--- src/rtl/plab5_mcore_mem_req_cmsg_pack_queue.sv ---
// N-channel memory-request control-message packer: round-robin arbiter feeding an output FIFO.
// Optional opaque tagging with the source channel is enabled by PLAB5_MCORE_MEM_REQ_CMSG_OPQ_TAG_EN.
module plab5_mcore_mem_req_cmsg_pack_queue #(
    parameter int p_num_ports    = 2,
    parameter int p_opaque_nbits = 8,
    parameter int p_addr_nbits   = 32,
    parameter int p_data_nbits   = 32,
    parameter int p_num_entries  = 4,
    localparam int c_len_nbits   = $clog2(p_data_nbits / 8),
    localparam int c_msg_nbits   = 3 + p_opaque_nbits + p_addr_nbits + c_len_nbits,
    localparam int c_port_nbits  = (p_num_ports > 1) ? $clog2(p_num_ports) : 1,
    localparam int c_count_nbits = $clog2(p_num_entries) + 1
) (
    input  logic                                   clk,
    input  logic                                   reset,
    input  logic [p_num_ports-1:0]                 in_val,
    output logic [p_num_ports-1:0]                 in_rdy,
    input  logic [p_num_ports-1:0]                 in_domain,
    input  logic [p_num_ports*3-1:0]               in_type,
    input  logic [p_num_ports*p_opaque_nbits-1:0]  in_opaque,
    input  logic [p_num_ports*p_addr_nbits-1:0]    in_addr,
    input  logic [p_num_ports*c_len_nbits-1:0]     in_len,
    output logic                                   out_val,
    input  logic                                   out_rdy,
    output logic [c_msg_nbits-1:0]                 out_msg,
    output logic                                   out_domain,
    output logic [c_port_nbits-1:0]                out_port,
    output logic [c_count_nbits-1:0]               count
);

    localparam int c_ptr_nbits = $clog2(p_num_entries);
    localparam int c_tag_nbits = $clog2(p_num_ports);

    logic [c_port_nbits-1:0]   prio;
    logic [c_port_nbits-1:0]   grant;
    int                        grant_idx;
    int                        scan_idx;
    logic                      found;
    logic                      any_val;
    logic                      full;
    logic                      enq;
    logic                      deq;
    logic [p_opaque_nbits-1:0] sel_opaque;
    logic [c_msg_nbits-1:0]    packed_msg;

    logic [c_ptr_nbits-1:0]    head;
    logic [c_ptr_nbits-1:0]    tail;

    logic [c_msg_nbits-1:0]    msg_mem  [p_num_entries];
    logic                      dom_mem  [p_num_entries];
    logic [c_port_nbits-1:0]   port_mem [p_num_entries];

    // First valid channel at or after the priority pointer, wrapping around.
    always_comb begin
        grant_idx = 0;
        scan_idx  = 0;
        found     = 1'b0;
        for (int k = 0; k < p_num_ports; k++) begin
            scan_idx = int'(prio) + k;
            if (scan_idx >= p_num_ports) begin
                scan_idx = scan_idx - p_num_ports;
            end
            if (!found && in_val[scan_idx]) begin
                found     = 1'b1;
                grant_idx = scan_idx;
            end
        end
        grant = c_port_nbits'(grant_idx);
    end

    assign any_val = |in_val;
    assign full    = (count == c_count_nbits'(p_num_entries));
    assign enq     = reset && any_val && !full;
    assign deq     = out_val && out_rdy;

    always_comb begin
        in_rdy            = '0;
        in_rdy[grant_idx] = enq;
    end

    always_comb begin
        sel_opaque = in_opaque[grant_idx*p_opaque_nbits +: p_opaque_nbits];
`ifdef PLAB5_MCORE_MEM_REQ_CMSG_OPQ_TAG_EN
        for (int b = 0; b < c_tag_nbits; b++) begin
            sel_opaque[b] = grant[b];
        end
`endif
        packed_msg = {in_type[grant_idx*3 +: 3],
                      sel_opaque,
                      in_addr[grant_idx*p_addr_nbits +: p_addr_nbits],
                      in_len[grant_idx*c_len_nbits +: c_len_nbits]};
    end

    always_ff @(posedge clk) begin
        if (!reset) begin
            head  <= '0;
            tail  <= '0;
            count <= '0;
            prio  <= '0;
        end else begin
            if (enq) begin
                tail <= tail + 1'b1;
                if (grant == c_port_nbits'(p_num_ports - 1)) begin
                    prio <= '0;
                end else begin
                    prio <= grant + 1'b1;
                end
            end
            if (deq) begin
                head <= head + 1'b1;
            end
            case ({enq, deq})
                2'b10:   count <= count + 1'b1;
                2'b01:   count <= count - 1'b1;
                default: count <= count;
            endcase
        end
    end

    // Storage needs no reset: nothing is visible unless count says the slot is live.
    always_ff @(posedge clk) begin
        if (enq) begin
            msg_mem[tail]  <= packed_msg;
            dom_mem[tail]  <= in_domain[grant_idx];
            port_mem[tail] <= grant;
        end
    end

    assign out_val    = (count != '0);
    assign out_msg    = out_val ? msg_mem[head]  : '0;
    assign out_domain = out_val ? dom_mem[head]  : 1'b0;
    assign out_port   = out_val ? port_mem[head] : '0;

endmodule

--- config.mk ---
export PLATFORM = sky130hd
export DESIGN_NAME = plab5_mcore_mem_req_cmsg_pack_queue
export DESIGN_NICKNAME = d
export VERILOG_FILES = /design/src/rtl/plab5_mcore_mem_req_cmsg_pack_queue.sv
export SDC_FILE = /design/constraint.sdc
export NUM_CORES = 1
export LEC_CHECK = 0
export CAP_MARGIN = 20
export CORE_MARGIN = 4
export CORE_UTILIZATION = 30
export DETAILED_ROUTE_END_ITERATION = 10
export GPL_TIMING_DRIVEN = 0
export PLACE_DENSITY_LB_ADDON = 0.1
export SLEW_MARGIN = 20
export SYNTH_ARGS = -nofsm -noshare
export SYNTH_HDL_FRONTEND = slang
export SYNTH_SLANG_ARGS = --single-unit
--- constraint.sdc ---
create_clock -name clk -period 3.9 [get_ports clk]
set_input_delay 0.39 -clock clk [delete_from_list [all_inputs] [get_ports clk]]
set_output_delay 0.39 -clock clk [all_outputs]
set_load 0.01 [all_outputs]
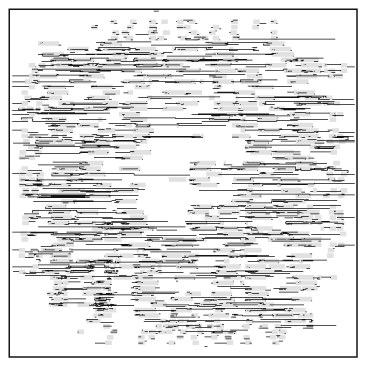
m1.png
(2 px per µm)
wire length on this layer: 8470 µm
share of all routed wire: 45%
longest straight run: 71.8 µm

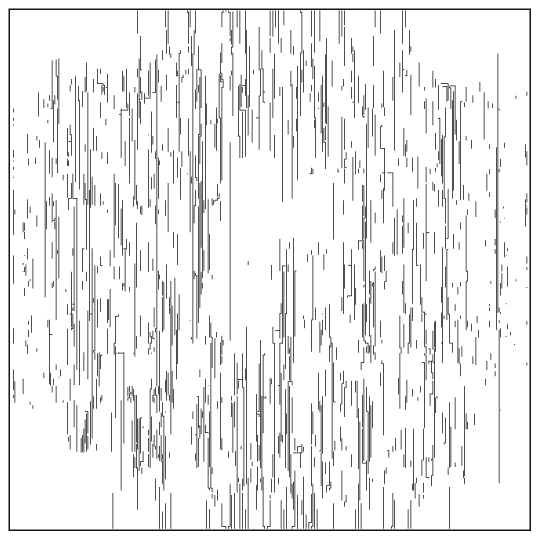
m2.png
(3 px per µm)
nets with wire on the layer: 615
wire length on this layer: 9210 µm
share of all routed wire: 49%
longest straight run: 96.6 µm

==> impl_metrics.env <==
# flow metrics
export IMPL_simple_gate_area_share_pct=5.02
export IMPL_grt_setup_unrepaired="no"
export IMPL_cts_htree_levels=4
export IMPL_async_flop_share_pct=0
export IMPL_route_detailed_drc=0
export IMPL_chip_area_estimate_from_yosys_synthesis_mm2=0.00818
export IMPL_drt_wl_total_mm=18.7
export IMPL_cp_arrival_ns=2.66
export IMPL_design_core_area_mm2=0.0269
export IMPL_post_synth_main_area_contributors="edfxtp_1 69%, mux4_2 13%, mux2_2 6.3%, nor2b_1 3.4%, dfxtp_1 2.4%"
export IMPL_crit_chain="nor3_2 > clkbuf_1 > nor2b_1 > clkdlybuf4s50_1"
export IMPL_yosys_most_used_dff="edfxtp_1"
export IMPL_critical_path_max_stage_delay_ns=0.62
export IMPL_synth_area_per_inst_um2=20.0
export IMPL_worstRegToRegCells=9
export IMPL_floorplan_rows=60
export IMPL_mux_area_share_pct=19.5
export IMPL_max_cap_violations=0
export IMPL_worst_setup_path_end_kind="output port"
export IMPL_cts_buffer_depth=2
export IMPL_yosys_warnings=0
export IMPL_required_ns=3.51
export IMPL_ios=150
export IMPL_status="completed"
export IMPL_seqCellArea_mm2=0.00585
export IMPL_synth_seq_area_share_pct=71.4
export IMPL_die_size_x_um=173
export IMPL_syn_num_nets=513
export IMPL_yosysMostFrequentCell="edfxtp_1"
export IMPL_startpoint_type="flip-flop"
export IMPL_post_cts_buffers=0
export IMPL_leakagePower_nw=3.45
export IMPL_vias_in_the_first_global_route=4840
export IMPL_hp_start="prio"
export IMPL_p_total_mw=6.78
export IMPL_drive_above_1_share_pct=24.5
export IMPL_warning_count=29
export IMPL_number_of_flops_mapped_to_enable_cells_by_yosys=188
export IMPL_min_delay_worst_endpoint="prio"
export IMPL_antenna_found_initial=0
export IMPL_detail_route_iter0_violations=235
export IMPL_cts_hold_fix_buffers=0
export IMPL_vias=4283
export IMPL_post_synth_most_frequent_cells="188 x edfxtp_1, 47 x mux4_2, 46 x mux2_2"
export IMPL_place_hpwl_mm=12.4
export IMPL_global_route_total_usage_across_every_layer_pct=12.8
export IMPL_dieHeight_um=173
export IMPL_worst_clock_skew_ns=0.00783
export IMPL_detailedPlace_worstSlack_ns=0.952
export IMPL_maximum_number_of_pins_on_one_net_before_global_route_repair=25
export IMPL_synthToLayoutAreaGrowth_pct=31.2
export IMPL_worst_slew_pin_slew_ns=0.732
export IMPL_power_per_cell_area_mw_per_mm2=632
export IMPL_synthAoiAreaFrac_pct=0.780
export IMPL_worst_path_max_fanout=10
export IMPL_fa_ha_area_share_pct=1.01
export IMPL_post_synth_inst_count=410
export IMPL_synth_xor_area_share_pct=0.214
export IMPL_setup_violations_final=0
export IMPL_final_max_slew_viol_count=0
export IMPL_yosys_register_bits=198
export IMPL_post_drt_wl_per_cell_um=19.9
export IMPL_floorplan_core_util_pct=30.4
export IMPL_ys_top_logic_family="multiplexers"
export IMPL_maxSlewHeadroom_pct=51.2
export IMPL_critical_path_reg2reg_startpoint="count[2]"
export IMPL_synth_cell_types=27
export IMPL_dr_pass1_iterations=4
export IMPL_cts_repair_resized=0
export IMPL_final_min_period_over_clock_period_pct=78.3
export IMPL_grt_overflow_total=0
export IMPL_final_hold_viol_count=0
export IMPL_hold_path_cell_count=1
export IMPL_clock_buffer_count_from_cts=17
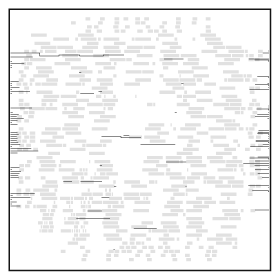
m3.png
(1.5 px per µm)
main direction: horizontal
share of all routed wire: 3.9%
nets with wire on the layer: 89

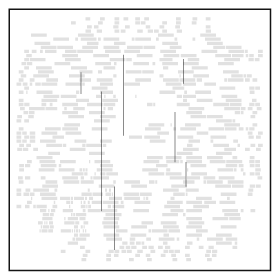
m4.png
(1.5 px per µm)
longest straight run: 79.6 µm
wire length on this layer: 256 µm

==> cells by family (layout without fill, tap and decap cells) <==
logic type,count (synthesis),in the layout
compound gates,11,11
buf+inv,31,216
flops,198,198
simple gates,67,67
mux,95,95
fa+ha+maj,6,6
xor+xnor,2,2
==> layout by cell type, fill, tap and decap left out, types with 6 or more instances in the layout <==
master           netlist  layout
edfxtp_1             188     188
clkdlybuf4s50_1        0     149
mux4_2                47      47
mux2_2                46      46
nor2b_1               45      45
clkbuf_16              0      17
inv_1                 11      11
dfxtp_1               10      10
buf_2                  7       7
clkbuf_1               6       6
==> metal layers <==
| metal | global-route usage (%) | wire, µm | vias to the layer above |
|---|---|---|---|
| li1 | - | - | 1963 |
| met1 | 16.5 | 8470 | 2194 |
| met2 | 21.6 | 9210 | 107 |
| met3 | 2.82 | 733 | 19 |
| met4 | 4.02 | 255 | 0 |
| met5 | 0 | 0 | - |
==> flip-flops by register name, indices dropped and copies added, names as in the netlist, named ones only <==
register and count:
port_mem 4, head 2, msg_mem 180, prio 1
tail 2, dom_mem 4, count 3
==> worst max-delay path: cells and delay by family (launching register included) <==
family	cells	cell delay [ns]
buf+inv	2	1.09
flops	1	0.35
simple gates	2	0.80
==> where the power goes <==
| group | internal, mW | switching [mW] | total [mW] |
|---|---|---|---|
| clock network | 0.832 | 0.800 | 1.63 |
| logic | 1.26 | 1.17 | 2.42 |
| registers | 2.65 | 0.0747 | 2.73 |
| total | 4.74 | 2.04 | 6.78 |
==> cell type report <==
class / instances / area share (%)
flip-flops and latches: 198 / 54.5
clock inverters: 15 / 1.11
well taps: 341 / 3.97
repair buffers: 153 / 14.6
plain buffers: 20 / 1.17
inverters: 11 / 0.385
clock buffers: 17 / 3.96
multi-input cells: 181 / 20.3
==> per-stage QoR <==
stage | instances | utilization [%] | TNS (ns)
floorplan | 410 | - | 0
global placement | 900 | 37.6 | -33.37
detailed placement | 904 | 37.9 | 0
CTS | 936 | 39.9 | 0
global route | 936 | 39.9 | 0
finish | 936 | 39.9 | 0
==> how the worst max path moves through the flow <==
stage | slack (ns) | start | depth (start not counted) | to
finish | 0.85 | count[2] | 4 | out_msg[42]
global route | 0.63 | count[2] | 4 | out_msg[31]
CTS | 0.73 | count[2] | 4 | out_domain
detailed placement | 0.95 | in_val[0] | 7 | in_rdy[0]
global placement | -0.19 | reset | 3 | msg_mem[2][29]
floorplan | 1.45 | count[0] | 3 | dom_mem[0]
Power is estimated from default activity; no workload was simulated.
